===== src/rtl/pulse_pkg.sv =====
// Shared types for the debounced edge detector: FSM state encoding and
// edge-selection constants.
package pulse_pkg;

  typedef enum logic [1:0] {
    LOW_STABLE  = 2'd0,
    CHECK_HIGH  = 2'd1,
    HIGH_STABLE = 2'd2,
    CHECK_LOW   = 2'd3
  } state_e;

  localparam int unsigned EDGE_RISE = 0;
  localparam int unsigned EDGE_FALL = 1;
  localparam int unsigned EDGE_BOTH = 2;

  // Unknown edge modes fall back to rising-edge pulses.
  function automatic int unsigned norm_edge_mode(input int unsigned mode);
    if (mode == EDGE_FALL || mode == EDGE_BOTH) begin
      return mode;
    end
    return EDGE_RISE;
  endfunction

endpackage


===== src/rtl/sync_chain.sv =====
// Multi-flop synchroniser for one asynchronous bit; q is the last stage.
module sync_chain #(
  parameter int unsigned STAGES = 2
) (
  input  logic clk,
  input  logic rst,
  input  logic d,
  output logic q
);

  logic [STAGES-1:0] chain_q;

  always_ff @(posedge clk) begin
    if (rst) begin
      chain_q <= '0;
    end else begin
      chain_q <= {chain_q[STAGES-2:0], d};
    end
  end

  assign q = chain_q[STAGES-1];

endmodule


===== src/rtl/pulse_debounce_edge.sv =====
// Debounces a raw level, reports the clean level, and pulses/counts on the
// selected edge(s) of that clean level.
module pulse_debounce_edge
  import pulse_pkg::*;
#(
  parameter int unsigned SYNC_STAGES     = 2,
  parameter int unsigned DEBOUNCE_CYCLES = 16,
  parameter int unsigned EDGE_MODE       = 0
) (
  input  logic       clk,
  input  logic       rst,
  input  logic       sig_in,
  output logic       level_out,
  output logic       pulse_out,
  output logic [7:0] edge_count,
  output state_e     state_dbg
);

  localparam int unsigned MODE       = norm_edge_mode(EDGE_MODE);
  localparam bit          PULSE_RISE = (MODE == EDGE_RISE) || (MODE == EDGE_BOTH);
  localparam bit          PULSE_FALL = (MODE == EDGE_FALL) || (MODE == EDGE_BOTH);
  localparam logic [7:0]  DEB        = 8'(DEBOUNCE_CYCLES);

  logic       s;
  state_e     state_q;
  logic [7:0] cnt_q;
  logic       level_q;
  logic       pulse_q;
  logic [7:0] count_q;
  logic       rise_done;
  logic       fall_done;

  sync_chain #(
    .STAGES(SYNC_STAGES)
  ) u_sync (
    .clk(clk),
    .rst(rst),
    .d  (sig_in),
    .q  (s)
  );

  // The counter holds samples already seen, so the current sample completes
  // the run when cnt_q reaches DEB-1; with DEB=1 the stable state qualifies
  // directly on the first opposite sample.
  always_comb begin
    rise_done = 1'b0;
    fall_done = 1'b0;
    if (s) begin
      rise_done = ((state_q == LOW_STABLE) && (DEB == 8'd1)) ||
                  ((state_q == CHECK_HIGH) && (cnt_q >= DEB - 8'd1));
    end else begin
      fall_done = ((state_q == HIGH_STABLE) && (DEB == 8'd1)) ||
                  ((state_q == CHECK_LOW) && (cnt_q >= DEB - 8'd1));
    end
  end

  always_ff @(posedge clk) begin
    if (rst) begin
      state_q <= LOW_STABLE;
      cnt_q   <= '0;
      level_q <= 1'b0;
      pulse_q <= 1'b0;
      count_q <= '0;
    end else begin
      if ((rise_done && PULSE_RISE) || (fall_done && PULSE_FALL)) begin
        pulse_q <= 1'b1;
        count_q <= count_q + 8'd1;
      end else begin
        pulse_q <= 1'b0;
      end

      if (rise_done) begin
        state_q <= HIGH_STABLE;
        level_q <= 1'b1;
        cnt_q   <= '0;
      end else if (fall_done) begin
        state_q <= LOW_STABLE;
        level_q <= 1'b0;
        cnt_q   <= '0;
      end else begin
        case (state_q)
          LOW_STABLE: begin
            if (s) begin
              state_q <= CHECK_HIGH;
              cnt_q   <= 8'd1;
            end
          end
          CHECK_HIGH: begin
            if (!s) begin
              state_q <= LOW_STABLE;
              cnt_q   <= '0;
            end else begin
              cnt_q <= cnt_q + 8'd1;
            end
          end
          HIGH_STABLE: begin
            if (!s) begin
              state_q <= CHECK_LOW;
              cnt_q   <= 8'd1;
            end
          end
          CHECK_LOW: begin
            if (s) begin
              state_q <= HIGH_STABLE;
              cnt_q   <= '0;
            end else begin
              cnt_q <= cnt_q + 8'd1;
            end
          end
          default: begin
            state_q <= LOW_STABLE;
            cnt_q   <= '0;
          end
        endcase
      end
    end
  end

  assign level_out  = level_q;
  assign pulse_out  = pulse_q;
  assign edge_count = count_q;
  assign state_dbg  = state_q;

endmodule

===== config.mk =====
export PLATFORM = sky130hd
export DESIGN_NAME = pulse_debounce_edge
export DESIGN_NICKNAME = d
export VERILOG_FILES = /design/src/rtl/pulse_pkg.sv /design/src/rtl/sync_chain.sv /design/src/rtl/pulse_debounce_edge.sv
export SDC_FILE = /design/constraint.sdc
export NUM_CORES = 1
export LEC_CHECK = 0
export CORE_ASPECT_RATIO = 0.6
export CORE_MARGIN = 1
export CORE_UTILIZATION = 45
export DETAILED_ROUTE_END_ITERATION = 12
export PLACE_DENSITY = 0.71
export SYNTH_ARGS = -nofsm -noshare
export SYNTH_HDL_FRONTEND = slang
export SYNTH_SLANG_ARGS = --single-unit
export TNS_END_PERCENT = 1

===== constraint.sdc =====
create_clock -name clk -period 1.7 [get_ports clk]
set_input_delay 0.34 -clock clk [delete_from_list [all_inputs] [get_ports clk]]
set_output_delay 0.34 -clock clk [all_outputs]
set_load 0.005 [all_outputs]

run_1/clocks.png
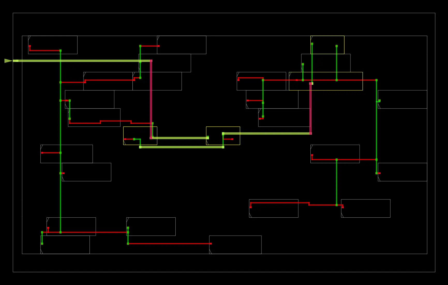
CLK BUF: 3
CTS Buf Count: 3
total clock sinks: 22
clk_lat worst skew: 0.27 ns
Final Skew: 0.00575 ns

run_1/layer_met3.png
Scale bar: 20 um.
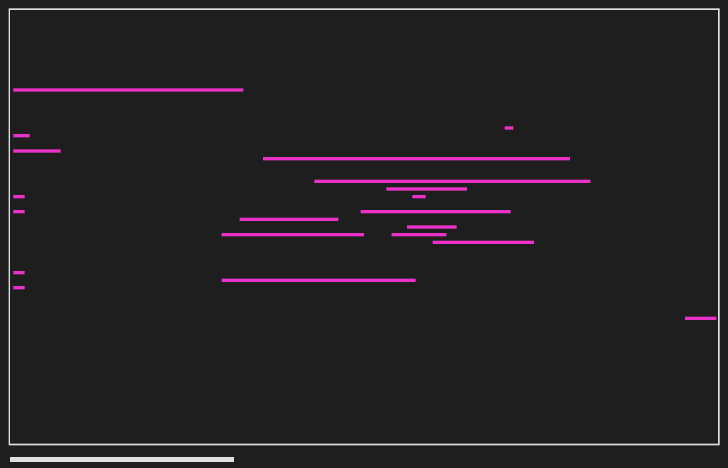
main direction: horizontal
longest straight run: 27.1 um
share of all routed wire: 7.1%
wire length on this layer: 159 um
nets with wire on the layer: 17
Via Count: 880
WL final: 2.23 mm

run_1/metal_density.png
Scale bar: 20 um. The die is cut into 13 by 8 equal tiles; dark blue is low, red is high, scaled to the fullest tile. Values are wire area over tile area, all layers added.
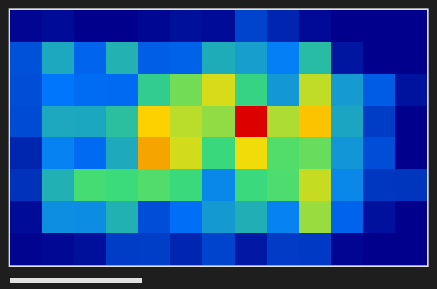
mean over tiles: 0.15
densest ninth of the die: middle
tiles over half the peak: 18%
nearly empty tiles: 16%
WL/cell: 14.0 um
GRT Util Overall: 21.0%

==> flow_summary.yaml, run 1 <==
# physical design summary
worst_setup_path:
  rr_endpoint: "edge_count[7]$_SDFFE_PP0P_"
  arrival_ns: 1.29
  critPathLaunchType: "flop"
  rrSetupSlack_ns: 0.12
  worstPathMaxFanout: 11
  endpoint_kind: "primary output"
  critical_path_class: "flop to primary output"
  ff2ff_path_depth: 5
  timing.rr.start: "cnt_q[1]$_SDFFE_PP0P_"
  worst_ep_required_time_ns: 1.36
sta:
  final.min_clock_period_ns: 1.63
  drv_slew: 0
  setup_tns_ns: 0
  max_slew_margin_pct: 72.8
  period_used_pct: 95.6
  clock.fmax_mhz: 615
  setup_viol: 0
  rsz0062_at_grt: "no"
  tightest_slew_ns: 0.405
  finalHoldViolCount: 0
  setup_slack_ns: 0.0743
grt:
  grt_pass1_vias: 766
  grt_max_degree: 14
  antenna_found_initial: 0
  grt_overflow: 0
  grt_pass1_wl_mm: 3.66
finish:
  nets: 138
  comb_area_um2: 561
  seq_area_um2: 448
  fill_cells: 160
  mostFrequentLayoutCell: "dfxtp_1"
  layout_top_cells: "dfxtp_1 (16), clkdlybuf4s50_1 (14), nor2_1 (12)"
  diodes: 0
  syn_to_final_growth_pct: 32.2
  drive_gt1_share_pct: 22.0
  stdcell_count: 160
clock_network:
  cts_tree: "yes"
  cts_hold_buf: 0
  clk_path_buf_depth: 2
  h-tree-depth: 1
  clk_pin_slew_ns: 0.08
  root_buffer: "clkbuf_8"
power_and_ir_drop:
  peakVddDrop_mv: 0.496
  total_power_mw: 1.06
  leakage_nw: 0.463
  p_per_area_nw_per_um2: 794
yosys:
  ys_cells: 109
  yosys_area_um2: 1010
  syn_area_per_cell_um2: 9.31
  yosysWarnings: 0
  ys_seq_share_pct: 43.4
  yosysUniqueCellTypes: 39
  synthArstFlopShare_pct: 0
  fp_nets: 114
  edf_count: 0
  ys_ff: 22
  ff_type: "dfxtp_1"
  synthCells: 109
  syn_area_um2: 1010
floorplanning:
  initial_core_util_pct: 51.2
  io_pins: 15
  rows: 12
  core-area_um2: 1980
  die_x_um: 63.3
  fp.dieH_um: 38.8
  die_area_um2: 2450
detailed_routing:
  routed_via_density: 5.50
  wl_met1_mm: 1.19
  drtPass1Iterations: 4
  drtAntennaViolNets: 0
  met2_wirelength_um: 869
  drc: 0
  route.top_layer_used: "met4"
  wl_met3_um: 158
  first_iter_violations: 61
worst_hold_path:
  min_path_cells: 1
  holdCritStartpoint: "u_sync.chain_q[0]$_SDFF_PP0_"
  min_to: "u_sync.chain_q[1]$_SDFF_PP0_"
  hold_path.class: "flop to flop"
placed_design:
  placedCellCount: 156
  dpl_worst_slack_ns: -0.0368
  dp_hpwl_mm: 1.63
  port-buffer-count: 14
  routabilityCongestion: 0.766
flow_run:
  warnings: 26
  max_cap_violations: 0
outcome:
  status: "finished, final reports clean"
run 1: cell families (layout without fill, tap and decap cells):
family | count (synthesis) | in the layout | share of synthesized area, %
AND-OR/OR-AND | 26 | 26 | 17.4
buffers and inverters | 7 | 30 | 3.82
XOR/XNOR | 8 | 8 | 6.91
adder cells (fa/ha/maj) | 2 | 2 | 2.47
AND/OR/NAND/NOR | 44 | 44 | 26.0
flip-flops | 22 | 22 | 43.4
run 1: cell usage after synthesis, drive strengths merged, types with 2 or more instances:
cell,count,area [um2]
or3,2,12.5
nor2b,2,12.5
nor3b,2,15.0
buf,3,23.8
xor2,2,17.5
xnor2,6,52.6
o31ai,2,15.0
clkbuf,2,7.51
ha,2,25.0
or4,3,26.3
nand2,6,22.5
nor2,13,51.3
inv,2,7.51
nand4,3,18.8
a21oi,11,55.1
nor3,4,20.0
dfxtp,22,440
o21ai,6,30.0
run 1: critical path, stage by stage, from the launching register on:
cell	delay [ns]
dfxtp_2	0.37
buf_6	0.15
clkdlybuf4s50_1	0.50
run 1: area by class of cell:
cell class                 instances  area share, %
inverter                           2          0.560
multi-input combinational         80           41.8
clock inverter                     1           2.24
timing repair buffer              24           16.3
clock buffer                       3           3.08
tap                               28           2.61
sequential                        22           33.4
run 1: layer usage:
layer  up-vias  GRT usage (%)
met1       404           29.2
li1        443              -
met5         -              0
met4         0           6.82
met2        29           30.1
met3         4           7.06
run 1: worst max path at each step:
stage	startpoint	slack [ns]	end	cells after the start
global placement	cnt_q[1]$_SDFFE_PP0P_	0.04	edge_count[7]$_SDFFE_PP0P_	5
floorplan	cnt_q[0]$_SDFFE_PP0P_	0.06	edge_count[7]$_SDFFE_PP0P_	6
CTS	cnt_q[1]$_SDFFE_PP0P_	0.03	edge_count[7]$_SDFFE_PP0P_	5
detailed placement	cnt_q[1]$_SDFFE_PP0P_	-0.04	edge_count[7]$_SDFFE_PP0P_	5
finish	state_dbg[0]$_SDFFE_PP0P_	0.07	state_dbg[0]	2
global route	cnt_q[4]$_SDFFE_PP0P_	0.02	level_out$_SDFFE_PP0N_	4
run 1: through the flow:
step | utilization, % | cell area (um2) | hold slack, ns
floorplan | - | 1010 | 0.414
global placement | 62.2 | 1230 | 0.423
detailed placement | 62.2 | 1230 | 0.441
CTS | 66.2 | 1310 | 0.459
global route | 67.7 | 1340 | 0.461
finish | 67.7 | 1340 | 0.449
run 1: where the power goes:
group          switching, mW  leakage [nW]  internal [mW]  total [mW]
clock network          0.174        0.0357          0.315       0.489
logic                 0.0224         0.246         0.0248      0.0472
registers            0.00661         0.181          0.522       0.528
total                  0.204         0.463          0.861        1.06
run 1: flip-flops by register name (all words and copies together) (netlist names):
register and count:
cnt_q 8, edge_count 8, level_out 1, pulse_out 1, state_dbg 2, u_sync.chain_q 2
run 1: what timing repair did:
item | 4_1_cts | 5_1_grt
endpoints found under the hold margin | 0 | 0
resized | 3 | 9
pin swaps | 0 | 0
endpoints found under the setup margin | 2 | 4
setup buffers | 0 | 0
run_1/layer_met1.png
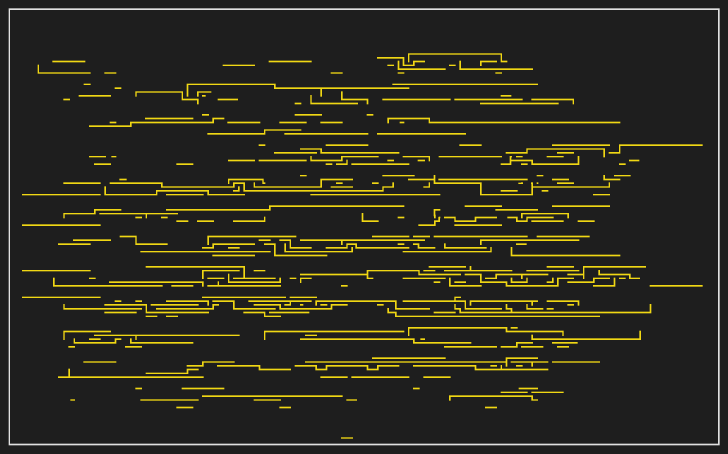

==> inputs of run 2 (changes only) <==
--- a/config.mk
+++ b/config.mk
@@ -5,12 +5,12 @@
 export SDC_FILE = /design/constraint.sdc
 export NUM_CORES = 1
 export LEC_CHECK = 0
-export CORE_ASPECT_RATIO = 0.6
 export CORE_MARGIN = 1
 export CORE_UTILIZATION = 45
 export DETAILED_ROUTE_END_ITERATION = 12
 export PLACE_DENSITY = 0.71
 export SYNTH_ARGS = -nofsm -noshare
 export SYNTH_HDL_FRONTEND = slang
+export SYNTH_HIERARCHICAL = 1
 export SYNTH_SLANG_ARGS = --single-unit
 export TNS_END_PERCENT = 1
run_2/layer_met1.png
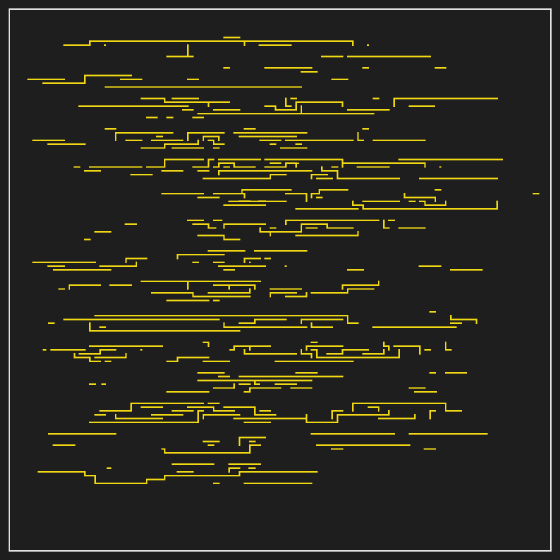
longest straight run: 23.5 um
wire length on this layer: 888 um
share of all routed wire: 52%
Via Count: 757
grt met1 use: 21.8%
WL final: 1.72 mm

==> run 2 against run 1 <==
Power shrank 26%. Die area is 5.4% lower. Fmax increased by 0.19%. Critical path type unchanged. Largest power group unchanged.
==> flow_summary.yaml, run 2 <==
# physical design summary
power_and_ir_drop:
  power_frac_seq_pct: 66.4
  swShare_pct: 21.6
  leakage_nw: 0.420
  switchingPower_mw: 0.170
  internal_power_mw: 0.618
  power.share.clock_pct: 29.1
  combPwrFrac_pct: 4.6
  p_per_area_nw_per_um2: 662
  peakVddDrop_mv: 0.630
finish:
  drive_gt1_share_pct: 10.7
  layout_top_cells: "dfxtp_1 (22), nor2_1 (19), clkdlybuf4s50_1 (14)"
  fill_cells: 160
  diodes: 0
  mostFrequentLayoutCell: "dfxtp_1"
  nets: 128
  fin_util_pct: 60.1
  stdcell_count: 148
  syn_to_final_growth_pct: 24.1
grt:
  grt_pass1_wl_mm: 2.57
  grt_pass1_vias: 598
  grt_overflow: 0
  grt_max_degree: 14
  grtUsageTotal_pct: 15.8
  antenna_found_initial: 0
clock_network:
  h-tree-depth: 1
  cts_sinks: 22
  cts_buffers: 3
  clock_latency_ns: 0.30
  postCtsSetupBuffers: 0
  clk_path_buf_depth: 2
  clk_pin_slew_ns: 0.12
  cts_tree: "yes"
  root_buffer: "clkbuf_4"
yosys:
  ys_ff: 22
  ff_type: "dfxtp_1"
  most_common_cell: "dfxtp_1"
  syn_area_um2: 960
  area_leaders: "dfxtp_1 (46%), xnor2_1 (8.2%), nor2_1 (7.4%)"
  yosysUniqueCellTypes: 31
  ys_seq_share_pct: 45.9
  edf_count: 0
  top_area_share_pct: 45.9
  syn_area_per_cell_um2: 9.50
  synthCells: 101
  fp_nets: 106
  ys_cells: 101
  yosysTopAreaCell: "dfxtp_1"
  ys_top_cells_by_count: "dfxtp_1 (22), nor2_1 (19), xnor2_1 (9), nand2_1 (7), a211oi_1 (5)"
  yosys_area_um2: 960
  synthArstFlopShare_pct: 0
sta:
  drv_slew: 0
  clock.fmax_mhz: 616
  period_used_pct: 95.5
  setup_viol: 0
  tightest_slew_ns: 0.452
  max_slew_margin_pct: 69.8
  final.min_clock_period_ns: 1.62
  fin_skew_ns: 0.00696
  setup_tns_ns: 0
  finalHoldViolCount: 0
worst_setup_path:
  critPathLaunchType: "flop"
  slowest_delay_ns: 0.54
  cpLargestDelayFamily: "buffers and inverters"
  worstPathCellList: "clkdlybuf4s50_1"
  worstPathMaxFanout: 6
  arrival_ns: 1.28
  critPathSlowestCell: "clkdlybuf4s50_1"
  critical_path_class: "flop to primary output"
  worst_ep_required_time_ns: 1.36
  timing.rr.start: "u_sync/chain_q[1]$_SDFF_PP0_"
  critPathBufInv: 1
  endpoint_kind: "primary output"
detailed_routing:
  drc: 0
  routed_via_density: 5.11
  first_iter_violations: 13
  wl_per_cell_um: 11.6
  drtPass1Iterations: 4
  drtAntennaViolNets: 0
floorplanning:
  io_pins: 15
  core-area_um2: 1980
  die_area_um2: 2320
  initial_core_util_pct: 48.4
  rows: 16
  die_x_um: 48.2
placed_design:
  routabilityCongestion: 0.762
  placedCellCount: 145
  port-buffer-count: 14
  dp_hpwl_mm: 1.33
worst_hold_path:
  holdCritStartpoint: "u_sync/chain_q[0]$_SDFF_PP0_"
  hold_path.class: "flop to flop"
outcome:
  status: "finished, final reports clean"
flow_run:
  max_cap_violations: 0
  warnings: 26
-- run 2: cell types whose count changed after synthesis, moves of 2 or more --
cell	change
a21oi_1	-10
nor2_1	+7
a211oi_1	+5
nor3_1	-4
o21ai_1	-4
xnor2_1	+3
mux2i_1	+2
nand3b_1	+2
nor3b_1	-2
o21ai_0	-2
o31ai_1	-2
or3_1	-2
or4_1	-2
-- run 2: layer usage --
metal	GRT usage, %	part of all wire [%]	vias to the layer above
met5	0	0	-
li1	-	-	396
met3	3.33	2.5	2
met2	24.5	45	11
met4	5.00	0.52	0
met1	21.8	52	348
-- run 2: final timing paths --
| path | depth (start not counted) | slack (ns) | to |
|---|---|---|---|
| hold / removal | 1 | 0.46 | u_sync/chain_q[1]$_SDFF_PP0_ |
| setup / recovery | 1 | 0.08 | state_dbg[0] |
| setup reg to reg | 4 | 0.14 | level_out$_SDFFE_PP0P_ |
| hold reg to reg | 1 | 0.46 | u_sync/chain_q[1]$_SDFF_PP0_ |
-- run 2: power groups by stage --
stage	Clock (mW)	Sequential (mW)	Combinational, mW
global placement	0	0.534	0.0353
CTS	0.236	0.523	0.0354
floorplan	0	0.534	0.0200
global route	0.268	0.524	0.0390
detailed placement	0	0.535	0.0354
finish	0.229	0.523	0.0359
-- run 2: cells by family (layout without fill, tap and decap cells) --
kind of cell | after synthesis | after routing | synth area share (%)
buf+inv | 5 | 25 | 2.48
xor+xnor | 11 | 11 | 10.0
flops | 22 | 22 | 45.9
mux | 2 | 2 | 2.09
fa+ha+maj | 2 | 2 | 2.61
simple gates | 44 | 44 | 24.0
compound gates | 15 | 15 | 12.9
-- run 2: area by class of cell --
cell class	instances	area, um2	area share [%]
multi-input cells	74	502	42.1
flip-flops and latches	22	440	37.0
inverters	2	7.51	0.630
well taps	27	33.8	2.84
repair buffers	20	185	15.5
clock buffers	3	22.5	1.89
-- run 2: stage by stage --
step	power, mW	hold slack, ns	worst slack, ns	instance area [um2]
6_report	0.788	0.461	0.0773	1190
5_1_grt	0.831	0.478	0.00462	1190
4_1_cts	0.794	0.465	0.0746	1180
3_5_place_dp	0.570	0.445	0.138	1160
3_3_place_gp	0.570	0.429	0.149	1160
2_1_floorplan	0.554	0.412	0.175	960
-- run 2: what timing repair did --
item / 4_1_cts / 5_1_grt
gates resized: 0 / 2
endpoints found under the setup margin: 0 / 2
hold buffers: 0 / 0
hold endpoints to repair: 0 / 0
Power figures rest on the tool's default switching activity, not on a simulated workload.
